### M1 wires

Cells faint in the background.
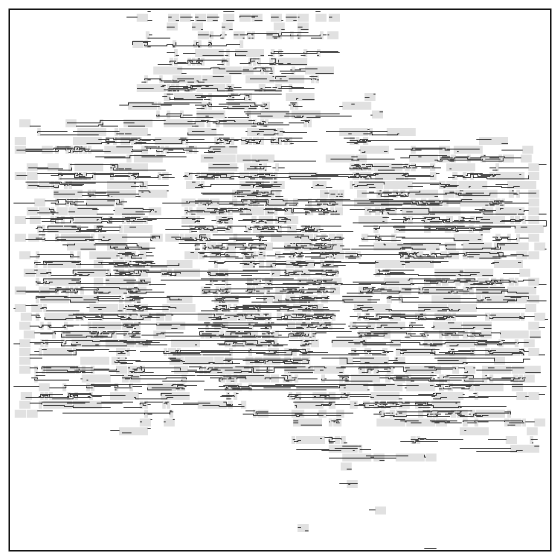
### M2 wires

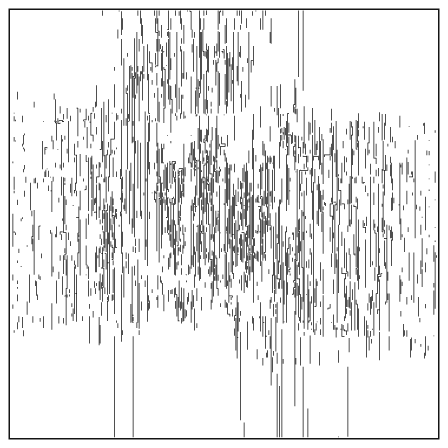
### The metal 4 layer

Cells faint in the background.
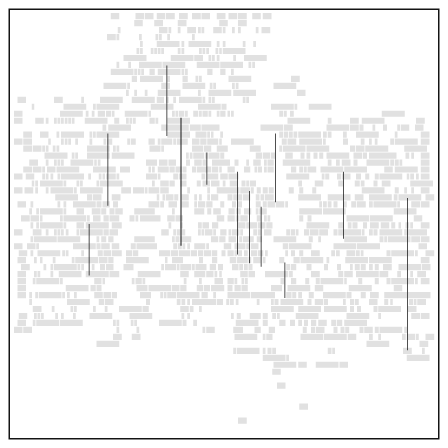
### Cell density map

The bar under the picture is 50 µm long. 17 x 17 tiles, from dark blue (low) to red (high), 0 to 100% covered.
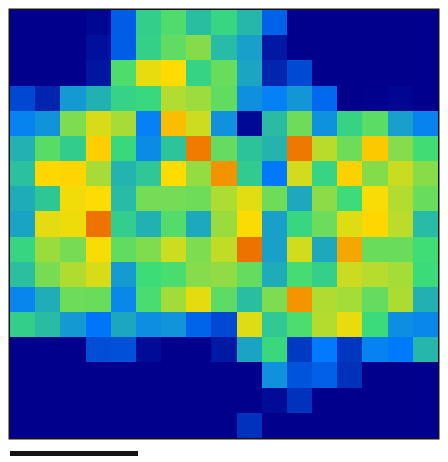
`config.mk`:
```
export PLATFORM = sky130hd
export DESIGN_NAME = alu_wide_seq
export DESIGN_NICKNAME = d
export VERILOG_FILES = /design/src/rtl/alu_seq_pkg.sv /design/src/rtl/alu_wide_seq_alu8.sv /design/src/rtl/alu_wide_seq.sv
export SDC_FILE = /design/constraint.sdc
export NUM_CORES = 1
export LEC_CHECK = 0
export ABC_CLOCK_PERIOD_IN_PS = 6100
export CAP_MARGIN = 30
export CORE_UTILIZATION = 30
export CTS_CLUSTER_SIZE = 16
export DETAILED_ROUTE_END_ITERATION = 10
export GPL_ROUTABILITY_DRIVEN = 0
export RECOVER_POWER = 25
export REMOVE_ABC_BUFFERS = 1
export SYNTH_ARGS = -nofsm -noshare
export SYNTH_HDL_FRONTEND = slang
export SYNTH_HIERARCHICAL = 1
export SYNTH_SLANG_ARGS = --single-unit
export TNS_END_PERCENT = 1
```
`constraint.sdc`:
```
create_clock -name CLK -period 6.1 [get_ports CLK]
set_input_delay 1.22 -clock CLK [delete_from_list [all_inputs] [get_ports CLK]]
set_output_delay 1.22 -clock CLK [all_outputs]
set_load 0.03 [all_outputs]
```
`src/rtl/alu_seq_pkg.sv`:
```
`default_nettype none
// ============================================================================
// Module      : alu_seq_pkg
// Description : Shared types and constants for the byte-serial wide ALU:
//               operation codes, controller states, 8-bit ALU select codes
//               and the per-byte select helper.
// Ports       : none (package)
// Revision    : 1.0 - initial release
// ============================================================================
package alu_seq_pkg;

  typedef enum logic [2:0] {
    OP_ADD = 3'd0,
    OP_SUB = 3'd1,
    OP_CMP = 3'd2,
    OP_AND = 3'd3,
    OP_OR  = 3'd4,
    OP_XOR = 3'd5,
    OP_LSL = 3'd6,
    OP_LSR = 3'd7
  } op_e;

  typedef enum logic [1:0] {
    IDLE = 2'd0,
    RUN  = 2'd1,
    FIN  = 2'd2
  } state_e;

  localparam logic [3:0] SEL_ADD  = 4'd0;
  localparam logic [3:0] SEL_ADDC = 4'd1;
  localparam logic [3:0] SEL_SUB  = 4'd2;
  localparam logic [3:0] SEL_SUBC = 4'd3;
  localparam logic [3:0] SEL_AND  = 4'd5;
  localparam logic [3:0] SEL_OR   = 4'd6;
  localparam logic [3:0] SEL_XOR  = 4'd7;
  localparam logic [3:0] SEL_LSL  = 4'd9;
  localparam logic [3:0] SEL_LSR  = 4'd10;

  // Arithmetic ops use the plain form on the first byte and the
  // carry-chained form on every later byte.
  function automatic logic [3:0] sel_for(input op_e op, input logic first);
    logic [3:0] sel;
    sel = SEL_ADD;
    case (op)
      OP_ADD:         sel = first ? SEL_ADD : SEL_ADDC;
      OP_SUB, OP_CMP: sel = first ? SEL_SUB : SEL_SUBC;
      OP_AND:         sel = SEL_AND;
      OP_OR:          sel = SEL_OR;
      OP_XOR:         sel = SEL_XOR;
      OP_LSL:         sel = SEL_LSL;
      OP_LSR:         sel = SEL_LSR;
      default:        sel = SEL_ADD;
    endcase
    return sel;
  endfunction

endpackage
`default_nettype wire

```
`src/rtl/alu_wide_seq_alu8.sv`:
```
`default_nettype none
// ============================================================================
// Module      : alu_wide_seq_alu8
// Description : Combinational 8-bit ALU slice used once per byte.
// Ports       : SEL    - operation select (see SEL_* codes)
//               A, B   - 8-bit operands
//               CIN    - carry/borrow/shift-in bit
//               RESULT - 8-bit result
//               C      - carry out / borrow out / shifted-out bit
//               Z      - high when RESULT is zero
// Revision    : 1.0 - initial release
// ============================================================================
module alu_wide_seq_alu8
  import alu_seq_pkg::*;
(
  input  logic [3:0] SEL,
  input  logic [7:0] A,
  input  logic [7:0] B,
  input  logic       CIN,
  output logic [7:0] RESULT,
  output logic       C,
  output logic       Z
);

  logic [8:0] ext;

  always_comb begin
    ext    = 9'd0;
    RESULT = 8'd0;
    C      = 1'b0;
    case (SEL)
      SEL_ADD:  ext = {1'b0, A} + {1'b0, B};
      SEL_ADDC: ext = {1'b0, A} + {1'b0, B} + {8'd0, CIN};
      // 9-bit wraparound leaves the borrow in bit 8.
      SEL_SUB:  ext = {1'b0, A} - {1'b0, B};
      SEL_SUBC: ext = {1'b0, A} - {1'b0, B} - {8'd0, CIN};
      SEL_AND:  ext = {1'b0, A & B};
      SEL_OR:   ext = {1'b0, A | B};
      SEL_XOR:  ext = {1'b0, A ^ B};
      SEL_LSL:  ext = {A, CIN};
      SEL_LSR:  ext = {A[0], CIN, A[7:1]};
      default:  ext = 9'd0;
    endcase
    RESULT = ext[7:0];
    C      = ext[8];
  end

  assign Z = (RESULT == 8'd0);

endmodule
`default_nettype wire

```
`src/rtl/alu_wide_seq.sv`:
```
`default_nettype none
// ============================================================================
// Module      : alu_wide_seq
// Description : Byte-serial wide ALU. Operands are latched on START and
//               pushed one byte per cycle through a single 8-bit ALU; the
//               carry and zero state are chained across bytes.
// Ports       : CLK    - clock, rising edge
//               RST    - asynchronous active-high reset
//               START  - request, sampled only while idle
//               OP     - operation code (op_e)
//               A, B   - 8*NBYTES-bit operands
//               BUSY   - high in RUN and FIN
//               DONE   - one-cycle completion pulse
//               RESULT - registered wide result
//               C, Z   - registered carry/borrow and zero flags
// Revision    : 1.0 - initial release
// ============================================================================
module alu_wide_seq
  import alu_seq_pkg::*;
#(
  parameter int NBYTES = 4
) (
  input  logic                  CLK,
  input  logic                  RST,
  input  logic                  START,
  input  logic [2:0]            OP,
  input  logic [8*NBYTES-1:0]   A,
  input  logic [8*NBYTES-1:0]   B,
  output logic                  BUSY,
  output logic                  DONE,
  output logic [8*NBYTES-1:0]   RESULT,
  output logic                  C,
  output logic                  Z
);

  localparam int W    = 8 * NBYTES;
  localparam int IDXW = (NBYTES > 1) ? $clog2(NBYTES) : 1;
  localparam logic [IDXW-1:0] LAST_IDX = IDXW'(NBYTES - 1);

  state_e          state;
  logic [IDXW-1:0] idx;
  logic [W-1:0]    a_q;
  logic [W-1:0]    b_q;
  op_e             op_q;
  logic            carry_q;
  logic [W-1:0]    res_q;
  logic            zacc_q;

  logic [IDXW-1:0] byte_sel;
  logic [3:0]      alu_sel;
  logic [7:0]      alu_a;
  logic [7:0]      alu_b;
  logic [7:0]      alu_res;
  logic            alu_c;
  logic            alu_z;
  logic [W-1:0]    res_next;

  // Right shifts move bits downward, so the carry chain must start at the MSB.
  assign byte_sel = (op_q == OP_LSR) ? (LAST_IDX - idx) : idx;
  assign alu_sel  = sel_for(op_q, idx == '0);
  assign alu_a    = a_q[{byte_sel, 3'b000} +: 8];
  assign alu_b    = b_q[{byte_sel, 3'b000} +: 8];

  // Result register with the current byte merged in, so the last byte is
  // already included when the outputs are loaded on entering FIN.
  always_comb begin
    res_next = res_q;
    res_next[{byte_sel, 3'b000} +: 8] = alu_res;
  end

  alu_wide_seq_alu8 u_alu8 (
    .SEL    (alu_sel),
    .A      (alu_a),
    .B      (alu_b),
    .CIN    (carry_q),
    .RESULT (alu_res),
    .C      (alu_c),
    .Z      (alu_z)
  );

  always_ff @(posedge CLK or posedge RST) begin
    if (RST) begin
      state   <= IDLE;
      idx     <= '0;
      a_q     <= '0;
      b_q     <= '0;
      op_q    <= OP_ADD;
      carry_q <= 1'b0;
      res_q   <= '0;
      zacc_q  <= 1'b1;
      BUSY    <= 1'b0;
      DONE    <= 1'b0;
      RESULT  <= '0;
      C       <= 1'b0;
      Z       <= 1'b0;
    end else begin
      case (state)
        IDLE: begin
          if (START) begin
            a_q     <= A;
            b_q     <= B;
            op_q    <= op_e'(OP);
            idx     <= '0;
            carry_q <= 1'b0;
            zacc_q  <= 1'b1;
            BUSY    <= 1'b1;
            state   <= RUN;
          end
        end
        RUN: begin
          carry_q <= alu_c;
          res_q   <= res_next;
          zacc_q  <= zacc_q & alu_z;
          if (idx == LAST_IDX) begin
            idx   <= '0;
            state <= FIN;
            DONE  <= 1'b1;
            // Logic ops return C=0 from the slice, so no special case here.
            C     <= alu_c;
            Z     <= zacc_q & alu_z;
            if (op_q != OP_CMP) begin
              RESULT <= res_next;
            end
          end else begin
            idx <= idx + 1'b1;
          end
        end
        FIN: begin
          DONE  <= 1'b0;
          BUSY  <= 1'b0;
          state <= IDLE;
        end
        default: begin
          state <= IDLE;
          BUSY  <= 1'b0;
          DONE  <= 1'b0;
        end
      endcase
    end
  end

endmodule
`default_nettype wire
```
==> run_results.csv <==
group,metric,value,unit
grt,gr-usage-met3,0.0337,
synth,yosys.area_share.aoi,0.166,
hold_path,min_path_cells,2,
synth,syn_area_per_cell,8.75,µm²
cells_and_area,flops,141,
drt,via_per_inst,4.98,
synth,area_leaders,"dfrtp_1 43%, nand2_1 12%, o21ai_0 5.9%",
synth,simple_gate_area_frac,0.210,
synth,ys_sh_xor,0.0267,
cells_and_area,nFillCells,2673,
job,maxCapViolCount,1,
setup_path,r2r_cells,15,
synth,netlist_instances,933,
synth,edf_count,0,
hold_path,hold_end,"b_q[12]$_DFFE_PP0P_",
status,status,"finished with violations",
setup_path,crit_start,"idx[0]$_DFFE_PP0P_",
drt,drt-met1-wl,10600,µm
grt,grt_pass1_vias,6581,
setup_path,worstPathArrival,5640,ps
hold_path,hold_start,"b_q[12]$_DFFE_PP0P_",
hold_path,hold_class,"register to register",
drt,antenna_left,0,
synth,synth.yosys.chip_area,0.00816,mm²
setup_path,critPathRequiredTime,6450,ps
final_timing,setup_violations,0,
placed_design,placed_area,0.00948,mm²
cts,cts_root_buf,"clkbuf_16",
final_timing,tns,0,ps
placed_design,hpwlAfterDp,15200,µm
cells_and_area,clkCellAreaFrac,0.0594,
cts,post-cts-setup-buffers,0,
setup_path,rr_endpoint,"RESULT[31]$_DFFE_PP0P_",
cells_and_area,logic_gate_count,703,
final_timing,slew_viol_final,95,
drt,post_drt_wl_per_cell,15.7,µm
cells_and_area,fin_cells,1370,
setup_path,path_class,"register to register",
synth,yosys_cells,933,
cells_and_area,dominant_cells,"combinational gates",
final_timing,holdWs,475,ps
final_timing,finalHoldViolCount,0,
synth,yosys.area_share.adder,0.0509,
synth,top_cell,"nand2_1",
synth,top_cells_by_count,"257 x nand2_1, 140 x dfrtp_1, 97 x o21ai_0",
grt,antenna_found_initial,0,
synth,netlist.top_cell.by_area,"dfrtp_1",
final_timing,relSlewSlack,-1.43,
cts,numCtsBuffers,17,
setup_path,crit_path_start_kind,"register",
final_timing,grt_setup_unrepaired,"false",
final_timing,fin_crit_sh,0.867,
drt,vias,6822,
drt,drt_iter0_drc,596,
final_timing,setup_ws,814,ps
setup_path,cp-end-kind,"register",
cells_and_area,antennaDiodeCount,0,
cts,cts_hold_buf,0,
cts,clk_pin_slew,60,ps
drt,dr_wl_met2,9440,µm
cells_and_area,postLayoutCellArea,0.0101,mm²
synth,ys_sh_mux,0.0627,
setup_path,rrSetupSlack,810,ps
grt,use_met1,0.230,
synth,synth_top_area_share,0.429,
final_timing,clock_skew,10.5,ps
cells_and_area,n_all_buffers,120,
grt,grt.total_usage,0.160,
synth,ys.flops,141,
floorplan,design.portCount,106,
status,violations,"capacitance limit, slew limit",
cts,insertion_delay,430,ps
floorplan,fp_util,0.305,
Back to the opening pictures, 'M1 wires':
share of all routed wire: 49%
nets with wire on the layer: 995
wire length on this layer: 10600 µm
main direction: horizontal

Back to the opening pictures, 'M2 wires':
wire length on this layer: 9440 µm
main direction: vertical
share of all routed wire: 44%
nets with wire on the layer: 851
longest straight run: 64.3 µm

Back to the opening pictures, 'The metal 4 layer':
longest straight run: 59.2 µm
nets with wire on the layer: 7
main direction: vertical
wire length on this layer: 345 µm

Back to the opening pictures, 'Cell density map':
mean over tiles: 35%
nearly empty tiles: 28%
emptiest ninth of the die: bottom left
fullest tile: 87%

worst max-delay path: stages, from the launching register on:
cell	delay, ps
dfrtp_1	860
clkinv_1	450
a2111oi_0	520
a31oi_1	80
o221a_2	210
ha_1	270
fa_1	460
xnor2_1	180
or3_4	410
nor3_1	320
nand4_1	160
xor2_1	170
o221ai_1	640
nor2b_1	240
mux2i_1	100
o21ai_0	140
